**config.mk**
```make
export PLATFORM = sky130hd
export DESIGN_NAME = rect_fill
export DESIGN_NICKNAME = d
export VERILOG_FILES = /design/src/rtl/rect_fill.sv
export SDC_FILE = /design/constraint.sdc
export NUM_CORES = 1
export LEC_CHECK = 0
export ABC_AREA = 1
export CORE_ASPECT_RATIO = 1.2
export CORE_MARGIN = 2
export CORE_UTILIZATION = 39
export CTS_CLUSTER_SIZE = 40
export DETAILED_ROUTE_END_ITERATION = 10
export DONT_BUFFER_PORTS = 1
export GPL_TIMING_DRIVEN = 0
export SYNTH_ARGS = -nofsm -noshare
export SYNTH_HDL_FRONTEND = slang
export SYNTH_SLANG_ARGS = --single-unit
```
**constraint.sdc**
```tcl
create_clock -name clk -period 4.98 [get_ports clk]
set_clock_uncertainty 0.1 [all_clocks]
set_input_delay 0.498 -clock clk [delete_from_list [all_inputs] [get_ports clk]]
set_output_delay 0.498 -clock clk [all_outputs]
set_load 0.01 [all_outputs]
```
**src/rtl/rect_fill.sv**
```systemverilog
// Fills the whole frame or a clipped rectangle with one colour, one pixel per
// un-held cycle in raster order, driving a VGA adapter pixel-write port.
module rect_fill #(
  parameter int unsigned SCREEN_W     = 160,
  parameter int unsigned SCREEN_H     = 120,
  parameter int unsigned X_WIDTH      = 8,
  parameter int unsigned Y_WIDTH      = 7,
  parameter int unsigned COLOUR_WIDTH = 3
) (
  input  logic                    clk,
  input  logic                    rst,
  input  logic                    start,
  input  logic                    mode,
  input  logic [X_WIDTH-1:0]      rect_x,
  input  logic [Y_WIDTH-1:0]      rect_y,
  input  logic [X_WIDTH:0]        rect_w,
  input  logic [Y_WIDTH:0]        rect_h,
  input  logic [COLOUR_WIDTH-1:0] fill_colour,
  input  logic                    hold,
  output logic [X_WIDTH-1:0]      x,
  output logic [Y_WIDTH-1:0]      y,
  output logic [COLOUR_WIDTH-1:0] colour,
  output logic                    plot,
  output logic                    busy,
  output logic                    done
);

  localparam logic [X_WIDTH:0] ScreenW = (X_WIDTH+1)'(SCREEN_W);
  localparam logic [Y_WIDTH:0] ScreenH = (Y_WIDTH+1)'(SCREEN_H);

  typedef enum logic [1:0] {StIdle, StFill, StFinish} state_e;

  state_e                  state_q, state_d;
  logic [X_WIDTH-1:0]      x_q, x_d, cx_q, cx_d, x0_q, x0_d, xl_q, xl_d;
  logic [Y_WIDTH-1:0]      y_q, y_d, cy_q, cy_d, yl_q, yl_d;
  logic [COLOUR_WIDTH-1:0] colour_q, colour_d, fc_q, fc_d;
  logic                    plot_q, plot_d, busy_q, busy_d, done_q, done_d;

  // Effective region derived from the live inputs; only used on the start edge.
  logic [X_WIDTH:0]   avail_w, eff_w, x_end;
  logic [Y_WIDTH:0]   avail_h, eff_h, y_end;
  logic [X_WIDTH-1:0] org_x;
  logic [Y_WIDTH-1:0] org_y;
  logic               empty;

  always_comb begin
    avail_w = ScreenW - {1'b0, rect_x};
    avail_h = ScreenH - {1'b0, rect_y};
    eff_w   = (rect_w < avail_w) ? rect_w : avail_w;
    eff_h   = (rect_h < avail_h) ? rect_h : avail_h;
    if ({1'b0, rect_x} >= ScreenW) eff_w = '0;
    if ({1'b0, rect_y} >= ScreenH) eff_h = '0;
    org_x = rect_x;
    org_y = rect_y;
    if (!mode) begin
      eff_w = ScreenW;
      eff_h = ScreenH;
      org_x = '0;
      org_y = '0;
    end
    empty = (eff_w == '0) || (eff_h == '0);
    x_end = {1'b0, org_x} + eff_w - 1'b1;
    y_end = {1'b0, org_y} + eff_h - 1'b1;
  end

  always_comb begin
    state_d  = state_q;
    x_d      = x_q;
    y_d      = y_q;
    colour_d = colour_q;
    cx_d     = cx_q;
    cy_d     = cy_q;
    x0_d     = x0_q;
    xl_d     = xl_q;
    yl_d     = yl_q;
    fc_d     = fc_q;
    plot_d   = 1'b0;
    busy_d   = busy_q;
    done_d   = 1'b0;
    unique case (state_q)
      StIdle: begin
        if (start) begin
          fc_d    = fill_colour;
          x0_d    = org_x;
          cx_d    = org_x;
          cy_d    = org_y;
          xl_d    = x_end[X_WIDTH-1:0];
          yl_d    = y_end[Y_WIDTH-1:0];
          busy_d  = 1'b1;
          state_d = empty ? StFinish : StFill;
        end
      end
      StFill: begin
        if (!hold) begin
          x_d      = cx_q;
          y_d      = cy_q;
          colour_d = fc_q;
          plot_d   = 1'b1;
          if (cx_q == xl_q) begin
            cx_d = x0_q;
            if (cy_q == yl_q) state_d = StFinish;
            else cy_d = cy_q + 1'b1;
          end else begin
            cx_d = cx_q + 1'b1;
          end
        end
      end
      StFinish: begin
        done_d  = 1'b1;
        busy_d  = 1'b0;
        state_d = StIdle;
      end
      default: state_d = StIdle;
    endcase
  end

  always_ff @(posedge clk) begin
    if (!rst) begin
      state_q  <= StIdle;
      x_q      <= '0;
      y_q      <= '0;
      colour_q <= '0;
      cx_q     <= '0;
      cy_q     <= '0;
      x0_q     <= '0;
      xl_q     <= '0;
      yl_q     <= '0;
      fc_q     <= '0;
      plot_q   <= 1'b0;
      busy_q   <= 1'b0;
      done_q   <= 1'b0;
    end else begin
      state_q  <= state_d;
      x_q      <= x_d;
      y_q      <= y_d;
      colour_q <= colour_d;
      cx_q     <= cx_d;
      cy_q     <= cy_d;
      x0_q     <= x0_d;
      xl_q     <= xl_d;
      yl_q     <= yl_d;
      fc_q     <= fc_d;
      plot_q   <= plot_d;
      busy_q   <= busy_d;
      done_q   <= done_d;
    end
  end

  assign x      = x_q;
  assign y      = y_q;
  assign colour = colour_q;
  assign plot   = plot_q;
  assign busy   = busy_q;
  assign done   = done_q;

endmodule

```
Fig. 1: run 1, clock wiring as the flow saved it
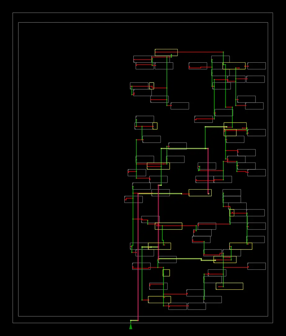
CTS Sinks: 64
sequential cells: 64

Fig. 2: run 1, local utilization
Drawn at 3 px/um. 11 x 13 tiles, from black (low) to pale yellow (high), 0 to 100% covered.
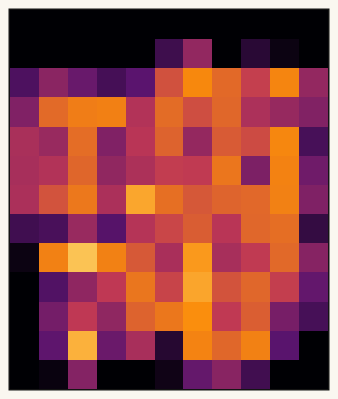
fullest tile	87%
nearly empty tiles	19%
tiles over 75% full	4.2%
emptiest ninth of the die	top left
mean over tiles	39%
Core ar.: 12200 um^2
final core occ: 44.3%
initial core utilization: 40.0%

==> impl_metrics.toml, run 1 <==
# implementation run metrics
[critical_path]
worstRegToRegCells = 9
path_buffers = 5
end_kind = "flip-flop"
cp_common_cell = "nand2_1"
ff2ff_setup_slack_ps = 3090
critPathRequiredTime_ps = 5120
timing.rr.end = "cx_q[4]$_SDFFE_PN0P_"
cp_top_family = "simple AND/OR/NAND/NOR gates"
critPathKind = "in -> reg"
crit_start = "rect_x[0]"
worst_path_max_delay_cell = "fa_1"
slowest_delay_ps = 400
path_max_fanout = 10
arrival_ps = 4160

[global_route]
antenna_found_initial = 0
grt_pass1_vias = 4284
grt_pass1_wl_um = 20400
globalRouteOverflowTotal = 0
grt_max_degree = 12

[power]
power_density_nw_per_um2 = 372
p_leak_uw = 0.00263
fin_total_pwr_uw = 2000

[finish]
nNetsFinal = 788
logic_area_um2 = 3120
layout.cells.non_filler = 869
drive_gt1_share_pct = 13.6
final_cell_mix = "121 x nand2_1, 80 x inv_1, 74 x nor2_1, 64 x dfxtp_1, 56 x o21ai_0"
antenna-diode-count = 0
nFillCells = 1282
lay_top_count = "nand2_1"

[placed_design]
dp_hpwl_um = 9690
place_inst = 853

[drt]
avgViaCountPerCell = 4.98
dr.pass1.iters = 4
detail-route-antenna-nets = 0

[synth]
synth.avg_cell_area_um2 = 7.03
synthArstFlopShare_pct = 0
syn_area_um2 = 4870
ys_seq_share_pct = 26.3
synth.net_count = 777
ys.flop_type = "dfxtp_1"
synth_cell_types = 51

[clock_tree]
path_clk_slew_ps = 60
cts_tree = "yes"
clk-insertion-delay-late_ps = 340
cts_inserted_buffers = 9
cts_setup_buffers = 0

[sta]
max_freq_mhz = 248
rsz0062_at_grt = "no"
post-route-min-period_ps = 4030
drv_slew = 0
setup_viol = 0
relSlewSlack_pct = 55.9

[die]
io_pins = 61
fp.dieW_um = 106
die.size.y_um = 126
die_area_um2 = 13400

[worst_hold_path]
hold_end = "fc_q[0]$_SDFFE_PN0P_"
min_from = "fill_colour[0]"

[run_status]
status = "complete, no violations"
Fig. 3: run 1, placed cells, one colour a class
Drawn at 2 px/um.
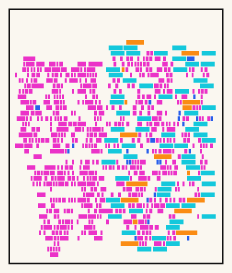
class	colour	cells
flip-flops	cyan	64
other buffers and delay cells	blue	24
clock drivers and dummy loads	orange	16
all other logic	magenta	604
sequential cell area share: 23.8%
cell area after layout: 5390 um^2
row cnt: 44

[run 1: per-layer routing]
layer	track usage (%)	vias up	wire, um
met1	23.9	1975	5610
met4	5.65	0	99
met5	0	-	0
met2	31.3	78	5730
met3	4.57	7	645
li1	-	2266	-
[run 1: where the power goes]
group | switching, uW | leakage [uW] | internal, uW | total, uW
clock | 225 | 0.000158 | 448 | 673
combinational | 408 | 0.00195 | 250 | 658
sequential | 78.3 | 0.000528 | 595 | 673
[run 1: metrics by stage]
step | hold WS, ps | utilization (%) | setup WS, ps | cell area (um^2)
global route | 247 | 44.3 | 496 | 5390
global placement | 363 | 41.6 | 688 | 5070
finish | 248 | 44.3 | 953 | 5390
detailed placement | 383 | 41.6 | 577 | 5070
CTS | 239 | 44.3 | 922 | 5390
floorplan | 356 | - | 1010 | 4870
[run 1: registers in the layout (all words and copies together) (netlist names)]
name / flops
cx_q: 8
x0_q: 8
x: 8
xl_q: 8
cy_q: 7
y: 7
yl_q: 7
colour: 3
fc_q: 3
state_q: 2
busy: 1
done: 1
plot: 1
[run 1: final cells by class]
class	instances	share of cell area, %
multi-input cells	510	57.8
well taps	161	3.74
plain buffers	24	1.97
clock buffers	10	4.43
inverters	94	6.73
flip-flops and latches	64	23.8
clock inverters	6	1.53
[run 1: kinds of logic (layout without fill, tap and decap cells)]
logic type,Yosys count,count (layout),share of synthesized area [%]
and+or+nand+nor,295,295,30.2
xor gates and xnor gates,38,38,6.99
adders and majority gates,45,45,11.9
AOI/OAI and AO/OA,132,132,14.9
DFF,64,64,26.3
buffers and inverters,118,134,9.64
[run 1: how the worst max path moves through the flow]
stage                           endpoint  slack (ps)  cells after the start
floorplan           xl_q[7]$_SDFFE_PN0P_        1010                     28
global placement    xl_q[7]$_SDFFE_PN0P_         690                     28
detailed placement  xl_q[7]$_SDFFE_PN0P_         580                     28
CTS                 xl_q[7]$_SDFFE_PN0P_         920                     28
global route        xl_q[7]$_SDFFE_PN0P_         500                     28
finish              xl_q[7]$_SDFFE_PN0P_         950                     28
[run 1: cell usage after synthesis, types with 3 or more instances]
library cell	instances	area, um^2
a21oi_1	46	230
buf_1	4	15.0
clkbuf_1	16	60.1
dfxtp_1	64	1280
ha_1	43	538
inv_1	80	300
inv_2	10	37.5
nand2_1	121	454
nand2_2	15	93.8
nand2_4	3	33.8
nand3_1	28	140
nand3_2	10	100
nand3_4	3	52.6
nand3b_1	3	22.5
nand4_1	11	68.8
nor2_1	74	278
nor2_2	12	75.1
o21ai_0	56	280
o21ai_1	12	60.1
xnor2_1	11	96.3
xor2_1	26	228
Fig. 4: run 1, wiring by layer
Drawn at 2 px/um.
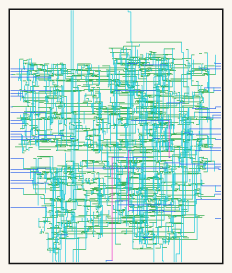

==> run 1 -> run 2 <==
Clock period 4.98 ns to 3.55 ns, I/O delays scaled along.
Fig. 5: run 2, wiring by layer
Drawn at 2 px/um.
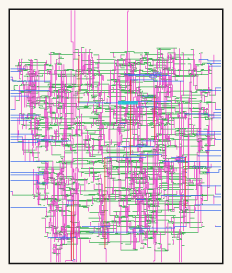
layer	colour	wire length
met2	magenta	6160 um
met5	cyan	8.30 um
met3	blue	804 um
met1	green	5410 um
met4	red	213 um
GRT Util Overall: 19.2%
routed vias: 4463
WL/cell: 14.2 um
Total Wirelength: 12600 um

==> run 2 against run 1 <==
Hold slack got worse by 140 ps. Sequential power increased by about 40%. Design area increased by 10%. Critical path type unchanged.
==> impl_metrics.toml, run 2 <==
# implementation run metrics
[run_status]
status = "complete, no violations"

[global_route]
use_met3_pct = 4.42
gr-max-usage-layer = "met2"
grt_max_degree = 11
grt_pass1_vias = 4411
use_met1_pct = 23.9
grtUsageMet2_pct = 32.5
grt_pass1_wl_um = 20900
globalRouteOverflowTotal = 0
antenna_found_initial = 1

[clock_tree]
cts.sinks = 64
cts_tree = "yes"
cts_buffer_depth = 2
clk-insertion-delay-late_ps = 330
path_clk_slew_ps = 50
h-tree-depth = 3
cts-root-buf = "clkbuf_16"
cts_inserted_buffers = 9

[sta]
max_freq_mhz = 287
tightest_slew_ps = 645
period_used_pct = 98.2
whs_ps = 108
drv_slew = 0
setup_ws_ps = 65.1
post-route-min-period_ps = 3480
hold_viol = 0
setup_viol = 0
relSlewSlack_pct = 57.0
rsz0062_at_grt = "yes"

[critical_path]
critPathKind = "in -> reg"
path_max_fanout = 4
worst_path_max_delay_cell = "fa_2"
startpoint_type = "input pin"
arrival_ps = 3610
crit_start = "rect_x[1]"
end_kind = "flip-flop"
path_buffers = 6
r2r-start = "state_q[0]$_SDFFE_PN0P_"
cp_top_family = "simple AND/OR/NAND/NOR gates"
critPathRequiredTime_ps = 3680
slowest_delay_ps = 350

[finish]
layout.cells.non_filler = 889
lay_top_count = "nand2_1"
drive_gt1_share_pct = 22.8
register_area_um2 = 1280
final_cell_mix = "107 x nand2_1, 72 x inv_1, 72 x nor2_1, 64 x dfxtp_1, 54 x o21ai_0"
utilization_pct = 48.7
area_growth_pct = 21.9
logic_area_um2 = 3440
antenna-diode-count = 0
nFillCells = 1230
nNetsFinal = 808

[synth]
yosys.area.top_type = "dfxtp_1"
top_cells_by_count = "121 x nand2_1, 80 x inv_1, 74 x nor2_1, 64 x dfxtp_1, 56 x o21ai_0"
ys.flop_type = "dfxtp_1"
synthArstFlopShare_pct = 0
synth_cell_types = 51
ys_cells = 692
synth.avg_cell_area_um2 = 7.03
netlist.area_leader.share_pct = 26.3
synth.net_count = 777
edf_count = 0
area_leaders = "dfxtp_1 26%, ha_1 11%, nand2_1 9.3%"
ys_ff = 64
yosys.cell_count.top_type = "nand2_1"
synth_cells = 692
ys_area_um2 = 4870
ys_seq_share_pct = 26.3
synth_warnings = 0
syn_area_um2 = 4870

[drt]
dr.pass1.iters = 4
initialDrtViolationCount = 178
remaining_drc_errors = 0
detail-route-antenna-nets = 0
avgViaCountPerCell = 5.02

[worst_hold_path]
hold_path_class = "in -> reg"
min_from = "fill_colour[1]"

[power]
p_leak_uw = 0.00278
power_density_nw_per_um2 = 494
fin_total_pwr_uw = 2930
vdd_drop_max_mv = 0.319

[die]
die_area_um2 = 13400
fp_util_pct = 40.0
io_pins = 61
core-area_um2 = 12200
fp.dieW_um = 106
rows = 44
die.size.y_um = 126

[run]
warning_count = 28
drv_cap = 0

[placed_design]
dp_hpwl_um = 9740
pre_cts_ws_ps = -483
place.gp.congestion = 0.840
io_buffer_count = 0
place_inst = 853
-- run 2: report_power, final --
| group | internal (uW) | switching [uW] | leakage (uW) |
|---|---|---|---|
| combinational | 433 | 621 | 0.00210 |
| sequential | 835 | 109 | 0.000528 |
| clock | 633 | 297 | 0.000154 |
-- run 2: metrics by stage --
| stage | TNS [ps] | cell area (um^2) |
|---|---|---|
| 3_3_place_gp | -1040 | 5140 |
| 3_5_place_dp | -1350 | 5140 |
| 2_1_floorplan | -133 | 4940 |
| 4_1_cts | 0 | 5580 |
| 5_1_grt | -195 | 5930 |
| 6_report | 0 | 5930 |
-- run 2: final timing paths --
kind	end	slack (ps)	cells past startpoint
worst min register to register	colour[1]$_SDFFE_PN0P_	400	2
worst max-delay path	xl_q[7]$_SDFFE_PN0P_	70	28
worst max register to register	cx_q[3]$_SDFFE_PN0P_	1660	9
worst min-delay path	fc_q[1]$_SDFFE_PN0P_	110	2
-- run 2: per-layer routing --
layer / part of all wire [%] / wire length [um]
met2: 49 / 6160
met5: 0.064 / 8
met1: 43 / 5410
met4: 1.7 / 212
met3: 6.4 / 803
-- run 2: repair_timing --
action	4_1_cts	5_1_grt
pin swaps	11	48
buffers inserted	9	11
endpoints found under the hold margin	0	0
endpoints found under the setup margin	2	4
gates cloned	0	0
hold buffers	0	0
gates resized	11	54
-- run 2: layout make-up --
type                       count  area share [%]
multi-input combinational    510            58.0
clock inverter                 3            1.10
timing repair buffer          20            2.87
inverter                      94            6.81
buffer                        24            2.00
clock buffer                  13            4.22
tap                          161            3.40
sequential                    64            21.6
-- run 2: cell families (layout without fill, tap and decap cells) --
group                    after synthesis  in the layout  share of synthesized area (%)
AND/OR/NAND/NOR                      295            295                           30.2
AND-OR/OR-AND                        132            132                           14.9
buffers and inverters                118            154                           9.64
flip-flops                            64             64                           26.3
adder cells (fa/ha/maj)               45             45                           11.9
XOR/XNOR                              38             38                           6.99
Power figures rest on the tool's default switching activity, not on a simulated workload.
